**src/rtl/matmul_sequencer.sv**
```systemverilog
// ---------------------------------------------------------------------------
// matmul_sequencer
//
// Replaces host-side stepping of the matrix-multiply accelerator. The block
// polls MATMUL_Flag over the dual-port memory-map bus. When it finds the flag
// set, it reads the operand bases and the dimensions from MMIO. It then
// computes C = A*B with one signed multiply-accumulate, writes every C word
// back to SRAM, clears the flag and pulses done.
//
// Ports
//   clk, rst          clock, asynchronous active-high reset
//   en                allows a new job to start (ignored while busy)
//   mem_addr_a/_data_a/_we_a/_q_a   port A: reads and the only writes
//   mem_addr_b/_data_b/_we_b/_q_b   port B: read-only (data/we tied low)
//   busy              high from CFG0 through DONE
//   done              one-cycle pulse at the end of a job
// ---------------------------------------------------------------------------
module matmul_sequencer #(
  parameter int DATA_WIDTH = 32,
  parameter int ADDR_WIDTH = 16
) (
  input  logic                  clk,
  input  logic                  rst,
  input  logic                  en,
  output logic [ADDR_WIDTH-1:0] mem_addr_a,
  output logic [DATA_WIDTH-1:0] mem_data_a,
  output logic                  mem_we_a,
  input  logic [DATA_WIDTH-1:0] mem_q_a,
  output logic [ADDR_WIDTH-1:0] mem_addr_b,
  output logic [DATA_WIDTH-1:0] mem_data_b,
  output logic                  mem_we_b,
  input  logic [DATA_WIDTH-1:0] mem_q_b,
  output logic                  busy,
  output logic                  done
);

  localparam logic [ADDR_WIDTH-1:0] A_BASE_REG = ADDR_WIDTH'('h000);
  localparam logic [ADDR_WIDTH-1:0] B_BASE_REG = ADDR_WIDTH'('h100);
  localparam logic [ADDR_WIDTH-1:0] C_BASE_REG = ADDR_WIDTH'('h200);
  localparam logic [ADDR_WIDTH-1:0] M_REG      = ADDR_WIDTH'('h600);
  localparam logic [ADDR_WIDTH-1:0] N_REG      = ADDR_WIDTH'('h700);
  localparam logic [ADDR_WIDTH-1:0] P_REG      = ADDR_WIDTH'('h800);
  localparam logic [ADDR_WIDTH-1:0] FLAG_REG   = ADDR_WIDTH'('hA00);

  typedef enum logic [3:0] {
    POLL_ISSUE,
    POLL_CHECK,
    CFG0,
    CFG1,
    CFG2,
    CFG3,
    MAC,
    DRAIN,
    WRITE,
    CLEAR,
    DONE
  } state_t;

  state_t state, state_next;

  // Job configuration, captured once per job
  logic [ADDR_WIDTH-1:0] a_base, b_base, c_base;
  logic [DATA_WIDTH-1:0] m, n, p;

  // Loop counters and running address pointers
  logic [DATA_WIDTH-1:0] i, j, k;
  logic [ADDR_WIDTH-1:0] a_row;   // A_base + i*N
  logic [ADDR_WIDTH-1:0] b_col;   // B_base + j
  logic [ADDR_WIDTH-1:0] b_ptr;   // B_base + k*P + j
  logic [ADDR_WIDTH-1:0] c_ptr;   // C_base + i*P + j

  // MAC pipeline
  logic                  mac_valid, mac_first;
  logic [DATA_WIDTH-1:0] acc;
  logic signed [DATA_WIDTH-1:0] prod;

  logic k_last, j_last, last_elem, zero_dim;

  // Only the low DATA_WIDTH bits of the product are kept, so the
  // multiplication is sized to the accumulator and wraps naturally.
  assign prod = $signed(mem_q_a) * $signed(mem_q_b);

  assign k_last    = (k == n - DATA_WIDTH'(1));
  assign j_last    = (j == p - DATA_WIDTH'(1));
  assign last_elem = j_last && (i == m - DATA_WIDTH'(1));
  // N and P arrive on the bus during CFG3. They are not registered yet.
  assign zero_dim  = (m == '0) || (mem_q_a == '0) || (mem_q_b == '0);

  // State register
  always_ff @(posedge clk or posedge rst) begin
    if (rst) state <= POLL_ISSUE;
    else     state <= state_next;
  end

  // Next-state logic
  always_comb begin
    state_next = state;
    case (state)
      POLL_ISSUE: if (en) state_next = POLL_CHECK;
      POLL_CHECK: state_next = (mem_q_a != '0) ? CFG0 : POLL_ISSUE;
      CFG0:       state_next = CFG1;
      CFG1:       state_next = CFG2;
      CFG2:       state_next = CFG3;
      CFG3:       state_next = zero_dim ? CLEAR : MAC;
      MAC:        if (k_last) state_next = DRAIN;
      DRAIN:      state_next = WRITE;
      WRITE:      state_next = last_elem ? CLEAR : MAC;
      CLEAR:      state_next = DONE;
      DONE:       state_next = POLL_ISSUE;
      default:    state_next = POLL_ISSUE;
    endcase
  end

  // Bus decode from registered state and counters only
  always_comb begin
    mem_addr_a = '0;
    mem_data_a = '0;
    mem_we_a   = 1'b0;
    mem_addr_b = '0;
    busy       = 1'b1;
    done       = 1'b0;
    case (state)
      POLL_ISSUE, POLL_CHECK: begin
        mem_addr_a = FLAG_REG;
        busy       = 1'b0;
      end
      CFG0: begin
        mem_addr_a = A_BASE_REG;
        mem_addr_b = B_BASE_REG;
      end
      CFG1: begin
        mem_addr_a = C_BASE_REG;
        mem_addr_b = M_REG;
      end
      CFG2: begin
        mem_addr_a = N_REG;
        mem_addr_b = P_REG;
      end
      MAC: begin
        mem_addr_a = a_row + k[ADDR_WIDTH-1:0];
        mem_addr_b = b_ptr;
      end
      WRITE: begin
        mem_addr_a = c_ptr;
        mem_data_a = acc;
        mem_we_a   = 1'b1;
      end
      CLEAR: begin
        mem_addr_a = FLAG_REG;
        mem_we_a   = 1'b1;
      end
      DONE:    done = 1'b1;
      default: ;
    endcase
  end

  assign mem_data_b = '0;
  assign mem_we_b   = 1'b0;

  // Configuration capture, loop counters and address pointers.
  // When a row of C wraps, the B pointer goes back to column 0 and the
  // A row pointer steps by N.
  always_ff @(posedge clk or posedge rst) begin
    if (rst) begin
      a_base <= '0;
      b_base <= '0;
      c_base <= '0;
      m      <= '0;
      n      <= '0;
      p      <= '0;
      i      <= '0;
      j      <= '0;
      k      <= '0;
      a_row  <= '0;
      b_col  <= '0;
      b_ptr  <= '0;
      c_ptr  <= '0;
    end else begin
      case (state)
        CFG1: begin
          a_base <= mem_q_a[ADDR_WIDTH-1:0];
          b_base <= mem_q_b[ADDR_WIDTH-1:0];
        end
        CFG2: begin
          c_base <= mem_q_a[ADDR_WIDTH-1:0];
          m      <= mem_q_b;
        end
        CFG3: begin
          n     <= mem_q_a;
          p     <= mem_q_b;
          i     <= '0;
          j     <= '0;
          k     <= '0;
          a_row <= a_base;
          b_col <= b_base;
          b_ptr <= b_base;
          c_ptr <= c_base;
        end
        MAC: begin
          k     <= k + DATA_WIDTH'(1);
          b_ptr <= b_ptr + p[ADDR_WIDTH-1:0];
        end
        WRITE: begin
          k     <= '0;
          c_ptr <= c_ptr + ADDR_WIDTH'(1);
          if (j_last) begin
            j     <= '0;
            i     <= i + DATA_WIDTH'(1);
            a_row <= a_row + n[ADDR_WIDTH-1:0];
            b_col <= b_base;
            b_ptr <= b_base;
          end else begin
            j     <= j + DATA_WIDTH'(1);
            b_col <= b_col + ADDR_WIDTH'(1);
            b_ptr <= b_col + ADDR_WIDTH'(1);
          end
        end
        default: ;
      endcase
    end
  end

  // Read data arrives one cycle after each MAC issue. mac_valid marks that
  // cycle. mac_first restarts the sum for a new C element, so nothing needs
  // to clear acc between elements.
  always_ff @(posedge clk or posedge rst) begin
    if (rst) begin
      mac_valid <= 1'b0;
      mac_first <= 1'b0;
      acc       <= '0;
    end else begin
      mac_valid <= (state == MAC);
      mac_first <= (state == MAC) && (k == '0);
      if (mac_valid)
        acc <= (mac_first ? '0 : acc) + DATA_WIDTH'(prod);
    end
  end

endmodule

```
**config.mk**
```make
export PLATFORM = sky130hd
export DESIGN_NAME = matmul_sequencer
export DESIGN_NICKNAME = d
export VERILOG_FILES = /design/src/rtl/matmul_sequencer.sv
export SDC_FILE = /design/constraint.sdc
export NUM_CORES = 2
export LEC_CHECK = 0
export CAP_MARGIN = 20
export CORE_MARGIN = 2
export CORE_UTILIZATION = 64
export CTS_BUF_LIST = sky130_fd_sc_hd__clkbuf_16
export DETAILED_ROUTE_END_ITERATION = 6
export HOLD_SLACK_MARGIN = 0.15
export MAX_ROUTING_LAYER = met4
export PLACE_DENSITY = 0.91
export SLEW_MARGIN = 20
export SYNTH_ARGS = -nofsm -noshare
export SYNTH_HDL_FRONTEND = slang
export SYNTH_SLANG_ARGS = --single-unit
```
**constraint.sdc**
```tcl
create_clock -name clk -period 18.1 [get_ports clk]
set_input_delay 4.525 -clock clk [delete_from_list [all_inputs] [get_ports clk]]
set_output_delay 4.525 -clock clk [all_outputs]
set_load 0.02 [all_outputs]
```
port_nets.png
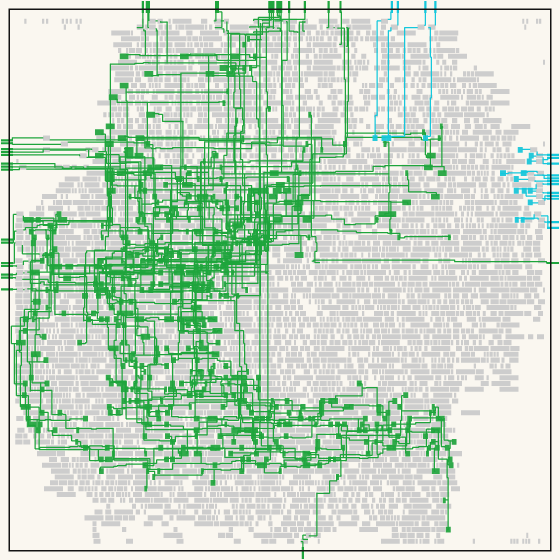
- cyan: mem_addr_b (direction output; edge 12 right, 4 top; end cells 16; buffers 16; wire 388 um)
- green: mem_q_b (direction input; edge 15 top, 15 left, 1 bottom, 1 right; end cells 617; buffers 48; wire 14200 um)

met3.png
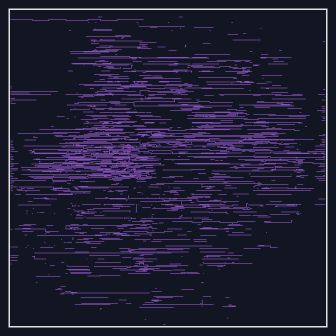
- wire length on this layer: 14200 um
- nets with wire on the layer: 531
- share of all routed wire: 13%

final_placement.png
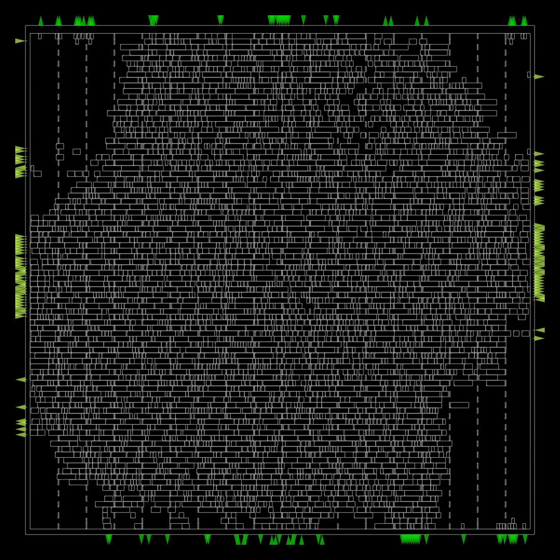
Placeable Area: 60500 um2
n_taps: 782
Util after Layout: 69.9%
non-filler cells in the finished layout: 5246
registers: 342

wire_density.png
The die is cut into 25 by 25 equal tiles; black is low, pale yellow is high, scaled to the fullest tile. Values are wire area over tile area, all layers added.
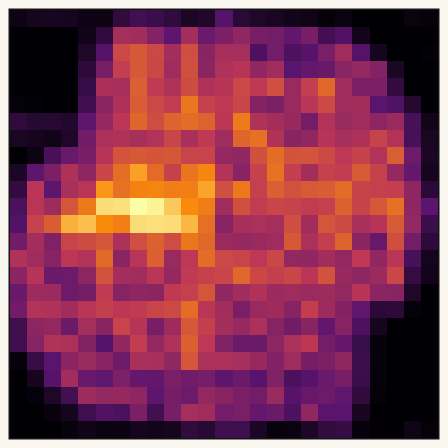
- nearly empty tiles: 12%
- emptiest ninth of the die: bottom right
- fullest tile: 0.90
- mean over tiles: 0.31
- tiles over half the peak: 25%

density.png
The die is cut into 25 by 25 equal tiles; black is low, pale yellow is high, 0 to 100% covered.
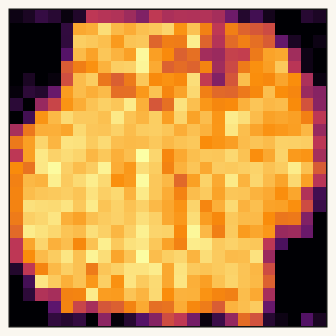
- fullest tile: 100%
- tiles over 75% full: 58%
- nearly empty tiles: 11%
Initial Utilization: 64.8%

==> changes_impl.md <==
### Physical design

- Hold Path Cell Cnt: 1
- Tally of yosys warning messages: 0
- Reg area: 8560 um2
- Adder Area Share: 29.1%
- Top Layout Cells: nand2_1 (570), inv_1 (557), fa_1 (441)
- Final non-filler cell area: 42300 um2
- Die X-Extent: 251 um
- TritonCTS Buffers: 41
- Post-synth EDFFs: 0
- Endpoints failing setup: 0
- Yosys top cell area share: 22.5%
- Worst path bufs/invs: 5
- CTS tree: yes
- Cts hold-fix bufs: 0
- Vias/cell: 6.31
- Status: complete, no violations
- Clk buf depth: 3
- Worst R2R Setup Slack: 10.37 ns
- Tool warning count: 30
- Setup Buffers After CTS: 0
- HP Class: reg -> reg
- Crit-path slowest cell: clkdlybuf4s50_1
- IO Port Bufs: 133
- Crit path DRT: 18.57 ns
- Clock Sinks: 342
- Initial antenna violation count: 3
- WL/cell: 21.4 um
- Aoi share: 8.58%
- Yosys synthesis chip area: 39200 um2
worst max-delay path by stage:
stage,from,endpoint
finish,mem_q_a[15],acc[27]
global placement,mem_q_a[16],acc[29]
detailed placement,mem_q_a[16],acc[27]
global route,mem_q_a[16],acc[27]
CTS,mem_q_a[16],acc[27]
floorplan,rst,a_base[0]
routing by layer:
layer / vias to the layer above / track usage [%] / share of wire, %
met2: 2081 / 55.4 / 44
met3: 503 / 10.7 / 13
met1: 16176 / 47.3 / 37
met5: - / - / 0
li1: 14334 / - / -
met4: 0 / 17.6 / 5.4
through the flow:
step                hold WS (ns)  std cells
CTS                        0.496       5241
finish                     0.502       5246
detailed placement         0.483       5168
floorplan                  0.445       4488
global route               0.521       5246
global placement           0.462       5168
